### Gate families picked out, run 1

(4 px per µm)
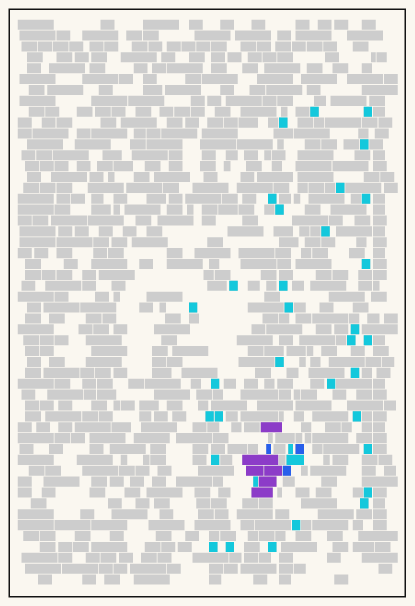
### Routing congestion, run 1

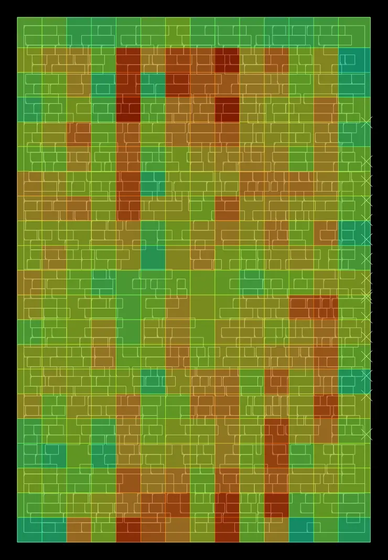
### Layout detail, run 1

Window x 34 to 64, y 29 to 59 µm. Cells in gray, sequential cells in the stronger gray; small squares are vias.
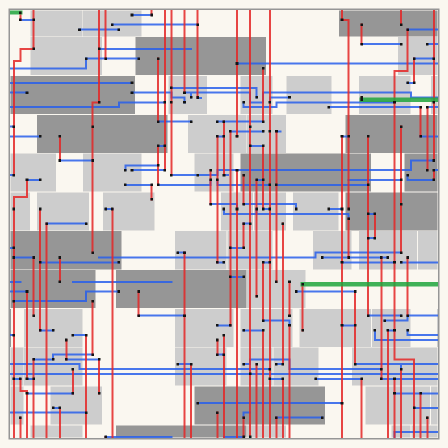
==> config.mk <==
export PLATFORM = sky130hd
export DESIGN_NAME = fp_unpack_sched
export DESIGN_NICKNAME = d
export VERILOG_FILES = /design/src/rtl/fp_unpack_sched.sv
export SDC_FILE = /design/constraint.sdc
export NUM_CORES = 1
export LEC_CHECK = 0
export CAP_MARGIN = 20
export CORE_ASPECT_RATIO = 1.5
export CORE_MARGIN = 1.5
export CORE_UTILIZATION = 46
export CTS_BUF_LIST = sky130_fd_sc_hd__clkbuf_8
export DETAILED_ROUTE_END_ITERATION = 10
export GPL_TIMING_DRIVEN = 0
export PLACE_DENSITY_LB_ADDON = 0.08
export SLEW_MARGIN = 20
export SYNTH_ARGS = -nofsm -noshare
export SYNTH_HDL_FRONTEND = slang
export SYNTH_SLANG_ARGS = --single-unit
==> constraint.sdc <==
create_clock -name clk -period 2.7 [get_ports clk]
set_input_delay 0.405 -clock clk [delete_from_list [all_inputs] [get_ports clk]]
set_output_delay 0.405 -clock clk [all_outputs]
set_load 0.02 [all_outputs]
==> src/rtl/fp_unpack_sched.sv <==
// Shares one init_number unpacker between operands A and B of an FP op, then issues the pair.
// Define OPERAND_SWAP_EN to order the issued pair so that a_* holds the larger-magnitude operand.
//
// state | meaning
// IDLE  | waiting for an operand pair
// UNP_A | held A driven to the unpacker, capture into a_* when the wait expires
// UNP_B | held B driven to the unpacker, capture into b_* when the wait expires
// ISSUE | unpacked pair presented downstream, waiting for out_ready
module fp_unpack_sched #(
    parameter int TAG_W   = 4,
    parameter int UNP_LAT = 0
) (
    input  logic             clk,
    input  logic             rst_n,
    input  logic             in_valid,
    output logic             in_ready,
    input  logic [31:0]      in_a,
    input  logic [31:0]      in_b,
    input  logic [TAG_W-1:0] in_tag,
    output logic [31:0]      unp_number,
    input  logic             unp_sign,
    input  logic [7:0]       unp_exp,
    input  logic [27:0]      unp_ext_mantis,
    input  logic [2:0]       unp_type,
    output logic             out_valid,
    input  logic             out_ready,
    output logic             a_sign,
    output logic [7:0]       a_exp,
    output logic [27:0]      a_ext_mantis,
    output logic [2:0]       a_type,
    output logic             b_sign,
    output logic [7:0]       b_exp,
    output logic [27:0]      b_ext_mantis,
    output logic [2:0]       b_type,
    output logic [TAG_W-1:0] out_tag,
    output logic             out_swapped,
    output logic             busy
);

    typedef enum logic [1:0] {IDLE, UNP_A, UNP_B, ISSUE} state_t;

    // UNP_LAT is 0 or 1, so a single-bit wait counter is enough
    localparam logic LAT_LD = (UNP_LAT != 0);

    state_t           state, state_nxt;
    logic             wait_cnt, wait_nxt;
    logic [31:0]      hold_a, hold_b;
    logic [TAG_W-1:0] hold_tag;
    logic             accept, cap_a, cap_b, do_swap;

    always_ff @(posedge clk or negedge rst_n) begin
        if (!rst_n) begin
            state    <= IDLE;
            wait_cnt <= 1'b0;
        end else begin
            state    <= state_nxt;
            wait_cnt <= wait_nxt;
        end
    end

    always_comb begin
        state_nxt  = state;
        wait_nxt   = wait_cnt;
        in_ready   = 1'b0;
        unp_number = 32'h0;
        cap_a      = 1'b0;
        cap_b      = 1'b0;
        case (state)
            IDLE: begin
                in_ready = 1'b1;
                if (in_valid) begin
                    state_nxt = UNP_A;
                    wait_nxt  = LAT_LD;
                end
            end
            UNP_A: begin
                unp_number = hold_a;
                if (wait_cnt == 1'b0) begin
                    cap_a     = 1'b1;
                    state_nxt = UNP_B;
                    wait_nxt  = LAT_LD;
                end else begin
                    wait_nxt = wait_cnt - 1'b1;
                end
            end
            UNP_B: begin
                unp_number = hold_b;
                if (wait_cnt == 1'b0) begin
                    cap_b     = 1'b1;
                    state_nxt = ISSUE;
                end else begin
                    wait_nxt = wait_cnt - 1'b1;
                end
            end
            ISSUE: begin
                if (out_ready) begin
                    in_ready = 1'b1;
                    if (in_valid) begin
                        state_nxt = UNP_A;
                        wait_nxt  = LAT_LD;
                    end else begin
                        state_nxt = IDLE;
                    end
                end
            end
            default: state_nxt = IDLE;
        endcase
    end

    assign accept    = in_valid & in_ready;
    assign out_valid = (state == ISSUE);
    assign busy      = (state != IDLE);

    always_ff @(posedge clk or negedge rst_n) begin
        if (!rst_n) begin
            hold_a   <= 32'h0;
            hold_b   <= 32'h0;
            hold_tag <= '0;
        end else if (accept) begin
            hold_a   <= in_a;
            hold_b   <= in_b;
            hold_tag <= in_tag;
        end
    end

`ifdef OPERAND_SWAP_EN
    // B is compared against the A already captured into a_*
    assign do_swap = (unp_exp > a_exp) ||
                     ((unp_exp == a_exp) && (unp_ext_mantis > a_ext_mantis));

    logic swapped_q;
    always_ff @(posedge clk or negedge rst_n) begin
        if (!rst_n) begin
            swapped_q <= 1'b0;
        end else if (cap_b) begin
            swapped_q <= do_swap;
        end
    end
    assign out_swapped = swapped_q;
`else
    assign do_swap     = 1'b0;
    assign out_swapped = 1'b0;
`endif

    always_ff @(posedge clk or negedge rst_n) begin
        if (!rst_n) begin
            a_sign       <= 1'b0;
            a_exp        <= 8'h0;
            a_ext_mantis <= 28'h0;
            a_type       <= 3'h0;
            b_sign       <= 1'b0;
            b_exp        <= 8'h0;
            b_ext_mantis <= 28'h0;
            b_type       <= 3'h0;
            out_tag      <= '0;
        end else begin
            if (cap_a) begin
                a_sign       <= unp_sign;
                a_exp        <= unp_exp;
                a_ext_mantis <= unp_ext_mantis;
                a_type       <= unp_type;
            end
            if (cap_b) begin
                out_tag <= hold_tag;
                if (do_swap) begin
                    a_sign       <= unp_sign;
                    a_exp        <= unp_exp;
                    a_ext_mantis <= unp_ext_mantis;
                    a_type       <= unp_type;
                    b_sign       <= a_sign;
                    b_exp        <= a_exp;
                    b_ext_mantis <= a_ext_mantis;
                    b_type       <= a_type;
                end else begin
                    b_sign       <= unp_sign;
                    b_exp        <= unp_exp;
                    b_ext_mantis <= unp_ext_mantis;
                    b_type       <= unp_type;
                end
            end
        end
    end

endmodule

==> impl_metrics.yaml, run 1 <==
# physical design summary
outcome:
  status: "finished with violations"
  violations: "DRC"
critical_path:
  cp_max_fo: 10
  cp_cell_sequence: "inv_1 -> ha_2 -> clkbuf_4 -> nor2b_1 -> dlygate4sd2_1"
  critPathSlowestCell: "dfrtp_2"
  endpoint_kind: "primary output"
  path_class: "reg2out"
die:
  pin_count: 232
  dieWidth_um: 98.65
  fp_util_pct: 46.87
  core_area_um2: 13470
  die_h_um: 146.5
yosys:
  syn_area_um2: 6312
  avgSynthCellArea_um2: 15.10
  ys_seq_share_pct: 61.05
  synth.most_common_cell: "dfrtp_1"
  netlist_instances: 418
  synthArstFlopShare_pct: 100.0
  ys_cells: 418
  yosysWarnings: 0
  synthFlopType: "dfrtp_1"
  top_area_cell: "dfrtp_1"
  top_cell_area_share_pct: 61.05
  common_cells: "154 x dfrtp_1, 133 x mux2_2, 32 x a22oi_1, 32 x nor2b_1, 20 x mux2_1"
cts:
  cts-root-buf: "clkbuf_8"
  insertion_delay_ns: 0.44
  cts_max_level: 4
  cts_tree: "yes"
route:
  ant_nets: 0
  drt-met1-wl_um: 5648
  vias_per_cell: 5.135
  highest_layer: "met4"
  drcViolationCount: 16
final_timing:
  fin_tns_setup_ns: 0
  hold_viol: 0
  whs_ns: 0.4960
  maxClockFrequency_ghz: 0.3903
  period_minus_slack_ns: 2.562
power_and_ir_drop:
  p_total_mw: 12.20
  ir_drop_uv: 847.0
  p_int_mw: 7.596
  seqPwrFrac_pct: 33.8
placement:
  placed_area_um2: 8850
  pre_cts_slack_ns: -0.2966
cells_and_area:
  fin_util_pct: 68.52
  drive_above_1_share_pct: 30.40
global_routing:
  overflow: 0
  grt_pass1_vias: 4905
About 'Gate families picked out':
- blue: nand cells (cells 3; most used nand2b_1)
- purple: fa/ha/maj cells (cells 6; most used ha_1)
- cyan: nor cells (cells 35; most used nor2b_1)

About 'Routing congestion':
met2 Track Usage GR: 39.90%
Total GRT Usage: 22.50%
Top Usage Layer GRT: met2

About 'Layout detail':
- green: M3
- red: M2
- blue: M1
- netlist names of flops here include: hold_b (4), hold_a (3), state (2)
- sequential cells in the window: 11
- cells with their middle in the window: 47
- most frequent: dfrtp_1 (9), clkdlybuf4s50_1 (8), mux2_2 (6)

[run 1: state kept, by name (all words and copies together), names as in the netlist, 2 cells and up]
signal        flops
hold_a           32
hold_b           32
a_ext_mantis     28
b_ext_mantis     28
a_exp             8
b_exp             8
hold_tag          4
out_tag           4
a_type            3
b_type            3
state             2
[run 1: routing by layer]
metal	vias to the layer above	global-route usage (%)
met1	2186	24.58
met2	151	39.90
met5	-	0
met3	13	8.569
li1	1979	-
met4	0	7.500
[run 1: worst paths after layout]
check                                            start                      to  slack, ns  cells after the start
worst max-delay path              state[0]$_DFFE_PN0P_          unp_number[29]       0.14                      5
worst min-delay path                             rst_n   hold_a[6]$_DFFE_PN0P_       0.50                      2
worst max register to register    state[0]$_DFFE_PN0P_  hold_b[19]$_DFFE_PN0P_       0.50                      6
worst min register to register  hold_b[25]$_DFFE_PN0P_  hold_b[25]$_DFFE_PN0P_       0.50                      1
max in group asynchronous                        rst_n  hold_a[25]$_DFFE_PN0P_       1.37                      3
min in group clk                hold_b[25]$_DFFE_PN0P_  hold_b[25]$_DFFE_PN0P_       0.50                      1
[run 1: cells by family after synthesis]
family          share of synthesized area [%]
flops                                   61.05
other cells                           0.05941
compound gates                          4.281
simple gates                            3.746
fa+ha+maj                               1.189
mux                                     27.29
buf+inv                                 2.379
[run 1: power by group through the flow]
stage          logic [mW]  registers [mW]  clock network, mW
2_1_floorplan        3.04            4.86                  0
3_3_place_gp         6.49            4.09                  0
3_5_place_dp         6.61            4.18                  0
4_1_cts              6.55            4.14               1.71
5_1_grt              6.85            4.29               1.81
6_report             6.44            4.12               1.64
[run 1: layout make-up]
| type | instances | area (µm²) |
|---|---|---|
| fillers | 1032 | 4240 |
| clock buffers | 18 | 247.7 |
| inverters | 3 | 11.26 |
| multi-input cells | 234 | 2326 |
| repair buffers | 232 | 2281 |
| well taps | 162 | 202.7 |
| clock inverters | 14 | 128.9 |
| flip-flops and latches | 154 | 3856 |
| plain buffers | 26 | 173.9 |
[run 1: layout by cell type, fill, tap and decap left out, drive strengths merged, types with 2 or more instances in the layout]
master / count
clkinv: 5
mux2: 153
a21oi: 2
buf: 19
inv: 12
a22oi: 32
clkbuf: 33
clkdlybuf4s50: 196
nor2: 2
ha: 6
dfrtp: 154
nor2b: 32
nand2b: 2
dlygate4sd2: 27
[run 1: repair_timing]
action                                  in CTS  in global routing
hold endpoints to repair                    63                  0
hold buffers                                 1                  0
resized                                     57                 13
endpoints found under the setup margin      33                 18
pin swaps                                    0                  0
==> run 2, diff against run 1 <==
clock period = 2.71 ns   (was 2.7 ns; I/O delays follow)
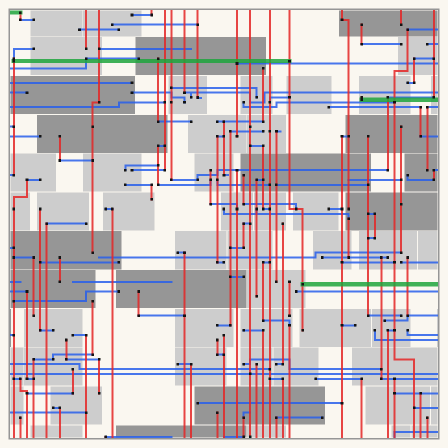
*Layout detail, run 2*
Window x 34 to 64, y 29 to 59 µm. Cells in gray, sequential cells in the stronger gray; small squares are vias.
- red: M2
- green: M3
- blue: M1
- netlist names of flops here include: hold_b (4), hold_a (3), state (2)
- most frequent: dfrtp_1 (9), clkdlybuf4s50_1 (8), mux2_2 (6)
- cells with their middle in the window: 47
- sequential cells in the window: 11

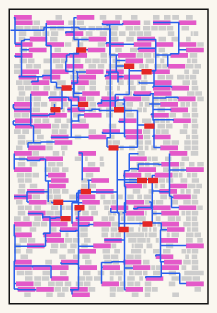
*Clock distribution, run 2*
(2 px per µm)
- blue: clock wires (length 1760 µm)
- red: clock-net drivers (count 17)
- magenta: flip-flops (count 154)
- flops lie: widely spread

==> impl_metrics.yaml, run 2 <==
# physical design summary
outcome:
  status: "finished with violations"
  violations: "DRC"
cells_and_area:
  final_area_um2: 9253
  mi_logic_area_um2: 2326
  n_fill_cell: 1029
  drive_above_1_share_pct: 29.81
  lay_top_cells: "196 x clkdlybuf4s50_1, 152 x dfrtp_1, 133 x mux2_2"
  diodes: 0
  lay_top_count: "clkdlybuf4s50_1"
  flop_area_um2: 3856
  reg_top3: "hold_a: 32 flops, hold_b: 32 flops"
  fin_nets: 786
critical_path:
  cp-start-kind: "flop"
  required_ns: 2.30
  path_class: "reg2out"
  cp_max_fo: 10
  endpoint_kind: "primary output"
yosys:
  ys_chip_area_um2: 6312
  top_area_cell: "dfrtp_1"
  ys_ff: 154
  synthArstFlopShare_pct: 100.0
  common_cells: "154 x dfrtp_1, 133 x mux2_2, 32 x a22oi_1, 32 x nor2b_1, 20 x mux2_1"
  synth.net_count: 536
  adder_share_pct: 1.189
  ys_seq_share_pct: 61.05
  netlist_instances: 418
  ys_cells: 418
  yosysWarnings: 0
  synth-xor-area-share_pct: 0
  syn_area_um2: 6312
  avgSynthCellArea_um2: 15.10
  ys_types: 21
  top_cell_area_share_pct: 61.05
  ys_sh_aoi_pct: 4.281
  edf_count: 0
  ys_top_cells_by_area: "dfrtp_1 61%, mux2_2 24%, a22oi_1 3.8%"
  synth.logic.top_family: "multiplexers"
  yosys.area_share.simple_pct: 3.746
  mux_area_share_pct: 27.29
  synthFlopType: "dfrtp_1"
  synth.most_common_cell: "dfrtp_1"
route:
  num_vias: 4313
  dr.pass1.iters: 10
  ant_nets: 0
  routed_wl_um: 15500
  drcViolationCount: 15
  wire_per_inst_um: 18.38
  vias_per_cell: 5.116
placement:
  port_buffers: 230
  dp_hpwl_um: 11410
  placed_area_um2: 8850
  pre_cts_slack_ns: -0.2881
global_routing:
  grt_pass1_vias: 4905
  grtUsageTotal_pct: 22.50
  overflow: 0
  grt_antenna_before_repair: 0
  grt_pass1_wl_um: 24980
final_timing:
  finalSetupViolCount: 0
  maxSlewViolCount: 0
  hold_viol: 0
  maxClockFrequency_ghz: 0.3916
  fin_ws_ns: 0.1562
  period_minus_slack_ns: 2.554
cts:
  cts_setup_buffers: 0
  cts-root-buf: "clkbuf_8"
  cts.sinks: 154
  clk_path_buf_depth: 2
  cts_tree: "yes"
  cts_max_level: 4
  insertion_delay_ns: 0.43
die:
  die_h_um: 146.5
  pin_count: 232
  dieWidth_um: 98.65
  fp_util_pct: 46.87
  core_area_um2: 13470
power_and_ir_drop:
  power_density_nw_per_um2: 1316
  ir_drop_uv: 844.6
  p_total_mw: 12.18
hold_path:
  hold_path_class: "in2async"
job:
  cap_violations: 0
  warnings: 32
==> run 2: cell counts after synthesis <==
Identical to the previous run, type by type.
==> run 2: final cells by class <==
cell class / count / area share [%]
Clock inverter: 14 / 1.393
Inverter: 3 / 0.1217
Clock buffer: 18 / 2.677
Tap cell: 162 / 2.191
Timing Repair Buffer: 232 / 24.92
Sequential cell: 154 / 41.68
Buffer: 26 / 1.880
Multi-Input combinational cell: 234 / 25.14
==> run 2: worst paths after layout <==
path	startpoint	slack [ns]	to	depth (start not counted)
min reg2reg	hold_b[25]$_DFFE_PN0P_	0.50	hold_b[25]$_DFFE_PN0P_	1
min in group clk	hold_b[25]$_DFFE_PN0P_	0.50	hold_b[25]$_DFFE_PN0P_	1
max reg2reg	state[0]$_DFFE_PN0P_	0.52	hold_b[19]$_DFFE_PN0P_	6
min	rst_n	0.50	hold_a[6]$_DFFE_PN0P_	2
max	state[0]$_DFFE_PN0P_	0.16	unp_number[29]	5
max in group asynchronous	rst_n	1.37	a_type[1]$_DFFE_PN0N_	3
==> run 2: cells by family after synthesis <==
group | after synthesis
multiplexers | 153
AND-OR/OR-AND | 36
other | 1
flip-flops | 154
buffers and inverters | 30
AND/OR/NAND/NOR | 38
adder cells (fa/ha/maj) | 6
==> run 2: where the power goes <==
group          total [mW]  internal (mW)  switching [mW]
clock                1.64          0.702           0.934
combinational        6.43           3.38            3.05
sequential           4.11           3.50           0.606
==> run 2: through the flow <==
step	util, %	TNS (ns)	hold slack, ns
after global routing	68.70	0	0.5170
final	68.70	0	0.4961
after detailed placement	65.71	-6.859	0.3868
after floorplan	-	0	0.1109
after CTS	68.69	-0.3466	0.4960
after global placement	65.47	-728.12	0.4676
==> run 2: repair_timing <==
item | 4_1_cts | 5_1_grt
hold buffers | 1 | 0
resized | 55 | 9
endpoints found under the setup margin | 33 | 15
hold endpoints to repair | 63 | 0
==> run 2: worst max-delay path, cell delays in order, from the launching register on <==
cell and delay (ns):
dfrtp_2 0.44, inv_1 0.11, ha_2 0.42, clkbuf_4 0.23, nor2b_1 0.13, dlygate4sd2_1 0.38
==> run 2: routing by layer <==
| layer | GRT usage [%] | vias to the layer above | routed length, µm |
|---|---|---|---|
| li1 | - | 1980 | - |
| met1 | 24.58 | 2174 | 5731 |
| met2 | 39.90 | 146 | 8213 |
| met3 | 8.569 | 13 | 1338 |
| met4 | 7.500 | 0 | 213 |
| met5 | 0 | - | 0 |
==> run 3, diff against run 2 <==
SETUP_SLACK_MARGIN = 0.1   (was unset)
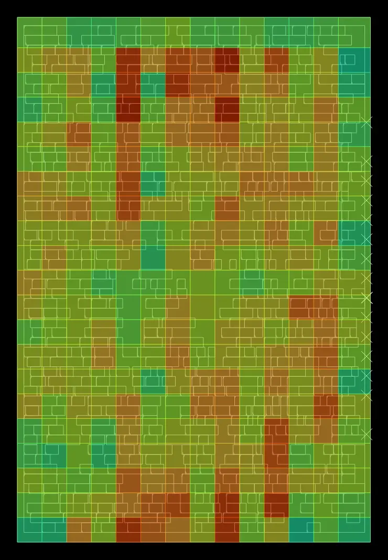
*Routing congestion, run 3*
Total GRT Usage: 22.51%
WL per Instance: 18.40 µm
Finished Core Util: 67.97%

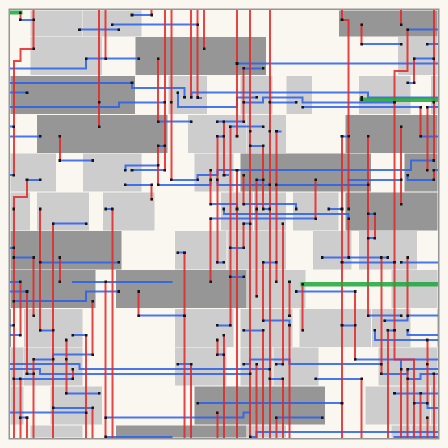
*Layout detail, run 3*
Window x 34 to 64, y 29 to 59 µm. Cells in gray, sequential cells in the stronger gray; small squares are vias.
- red: M2
- blue: M1
- green: M3
- sequential cells in the window: 11
- most frequent: dfrtp_1 (10), clkdlybuf4s50_1 (8), mux2_2 (6)
- cells with their middle in the window: 48
- netlist names of flops here include: hold_b (4), hold_a (3), state (2)

==> impl_metrics.yaml, run 3 <==
# physical design summary
outcome:
  status: "finished with violations"
  violations: "DRC"
final_timing:
  finalSetupViolCount: 0
  maxSlewViolCount: 0
  fin_ws_ns: 0.2032
  period_minus_slack_ns: 2.507
  maxClockFrequency_ghz: 0.3989
  fin_crit_sh_pct: 92.50
  rsz0062_at_grt: "true"
  hold_viol: 0
  fin_tns_setup_ns: 0
global_routing:
  overflow: 0
  grt_antenna_before_repair: 0
  grt_pass1_vias: 4913
  grt_pass1_wl_um: 25000
  grt_max_degree: 92
yosys:
  yosysWarnings: 0
  ys_ff: 154
  avgSynthCellArea_um2: 15.10
  synthFlopType: "dfrtp_1"
  edf_count: 0
  top_cell_area_share_pct: 61.05
  synth.most_common_cell: "dfrtp_1"
  synth.net_count: 536
  ys_chip_area_um2: 6312
  ys_cells: 418
  ys_types: 21
  top_area_cell: "dfrtp_1"
  netlist_instances: 418
  syn_area_um2: 6312
  synthArstFlopShare_pct: 100.0
  ys_seq_share_pct: 61.05
  ys_top_cells_by_area: "dfrtp_1 61%, mux2_2 24%, a22oi_1 3.8%"
  common_cells: "154 x dfrtp_1, 133 x mux2_2, 32 x a22oi_1, 32 x nor2b_1, 20 x mux2_1"
critical_path:
  cp-start-kind: "flop"
  worstPathArrival_ns: 2.10
  path_class: "reg2out"
  required_ns: 2.30
  reg2reg_setup_slack_ns: 0.53
  cp_max_fo: 10
  endpoint_kind: "primary output"
cts:
  insertion_delay_ns: 0.43
  cts-root-buf: "clkbuf_8"
  cts_tree: "yes"
  cts_max_level: 4
  clk_path_buf_depth: 2
  clk_pin_slew_ns: 0.08
  cts.sinks: 154
  cts_setup_buffers: 0
job:
  cap_violations: 0
  warnings: 33
die:
  die_h_um: 146.5
  pin_count: 232
  row_count: 52
  die_area_um2: 14450
  core_area_um2: 13470
  dieWidth_um: 98.65
  fp_util_pct: 46.87
route:
  dr.pass1.iters: 7
  num_vias: 4348
  ant_nets: 0
  drcViolationCount: 16
  routed_wl_um: 15530
  drt_iter0_markers: 136
  vias_per_cell: 5.152
cells_and_area:
  final_area_um2: 9154
  fin_nets: 787
  lay_top_count: "clkdlybuf4s50_1"
  reg_top3: "hold_a: 32 flops, hold_b: 32 flops"
  mi_logic_area_um2: 2313
  n_fill_cell: 1022
  drive_above_1_share_pct: 33.72
  diodes: 0
  lay_top_cells: "196 x clkdlybuf4s50_1, 153 x dfrtp_1, 133 x mux2_2"
  syn_to_final_growth_pct: 45.01
  flop_area_um2: 3855
power_and_ir_drop:
  ir_drop_uv: 844.0
  power_leakage_nw: 3.861
  power_density_nw_per_um2: 1324
placement:
  dp_hpwl_um: 11410
  pre_cts_slack_ns: -0.2881
  port_buffers: 230
  place.gp.congestion: 0.7489
  placed_area_um2: 8850
hold_path:
  hold_path_class: "reg2reg"
[run 3: cell count changes in the layout (fill, tap and decap cells not counted), sizes merged]
cell           delta
clkbuf           +24
dlygate4sd2      -25
dlymetal6s2s      -2
clkdlybuf4s15     +2
buf               +2
[run 3: metrics by stage]
step	power, mW	hold WS, ns	instances
final	12.12	0.4959	844
after global routing	12.86	0.5170	844
after CTS	12.35	0.4960	844
after detailed placement	10.75	0.3868	811
after global placement	10.54	0.4676	810
after floorplan	7.876	0.1109	418
[run 3: report_power, final]
group	switching, mW	internal (mW)
sequential	0.603	3.50
clock	0.930	0.702
combinational	3.06	3.33
total	4.59	7.53
[run 3: cell families after synthesis]
group                    share of synthesized area (%)
AND-OR/OR-AND                                    4.281
other                                          0.05941
multiplexers                                     27.29
flip-flops                                       61.05
adder cells (fa/ha/maj)                          1.189
AND/OR/NAND/NOR                                  3.746
buffers and inverters                            2.379
[run 3: area by class of cell]
class | instances | share of cell area (%)
flip-flops and latches | 154 | 42.11
clock buffers | 18 | 2.706
plain buffers | 27 | 2.009
well taps | 162 | 2.214
repair buffers | 232 | 24.15
multi-input cells | 234 | 25.27
inverters | 3 | 0.1230
clock inverters | 14 | 1.408
[run 3: critical path, stage by stage, from the launching register on]
cell and delay, ns:
dfrtp_1 0.43, inv_1 0.13, ha_2 0.42, clkbuf_4 0.23, nor2b_1 0.17, clkdlybuf4s15_2 0.29
[run 3: per-layer routing]
layer  part of all wire (%)  wire length, µm  vias to the layer above  track usage, %
met5                      0                0                        -               0
met4                    1.5              233                        0           7.500
met3                    9.1             1408                       15           8.569
met2                     53             8224                      150           39.90
met1                     36             5661                     2204           24.61
li1                       -                -                     1979               -
[run 3: final timing paths]
kind                                         from                     end  depth (start not counted)
setup / recovery             state[0]$_DFFE_PN0P_          unp_number[24]                          5
hold / removal             hold_b[25]$_DFFE_PN0P_  hold_b[25]$_DFFE_PN0P_                          1
setup reg to reg             state[0]$_DFFE_PN0P_  hold_b[19]$_DFFE_PN0P_                          6
hold reg to reg            hold_b[25]$_DFFE_PN0P_  hold_b[25]$_DFFE_PN0P_                          1
max in group asynchronous                   rst_n  hold_a[25]$_DFFE_PN0P_                          3
min in group asynchronous                   rst_n  hold_a[11]$_DFFE_PN0P_                          2
[run 3: repair_timing]
action	4_1_cts	5_1_grt
pin swaps	0	0
endpoints found under the hold margin	63	0
gates resized	67	54
hold buffers	1	0
endpoints found under the setup margin	33	31
Power is estimated from default activity; no workload was simulated.
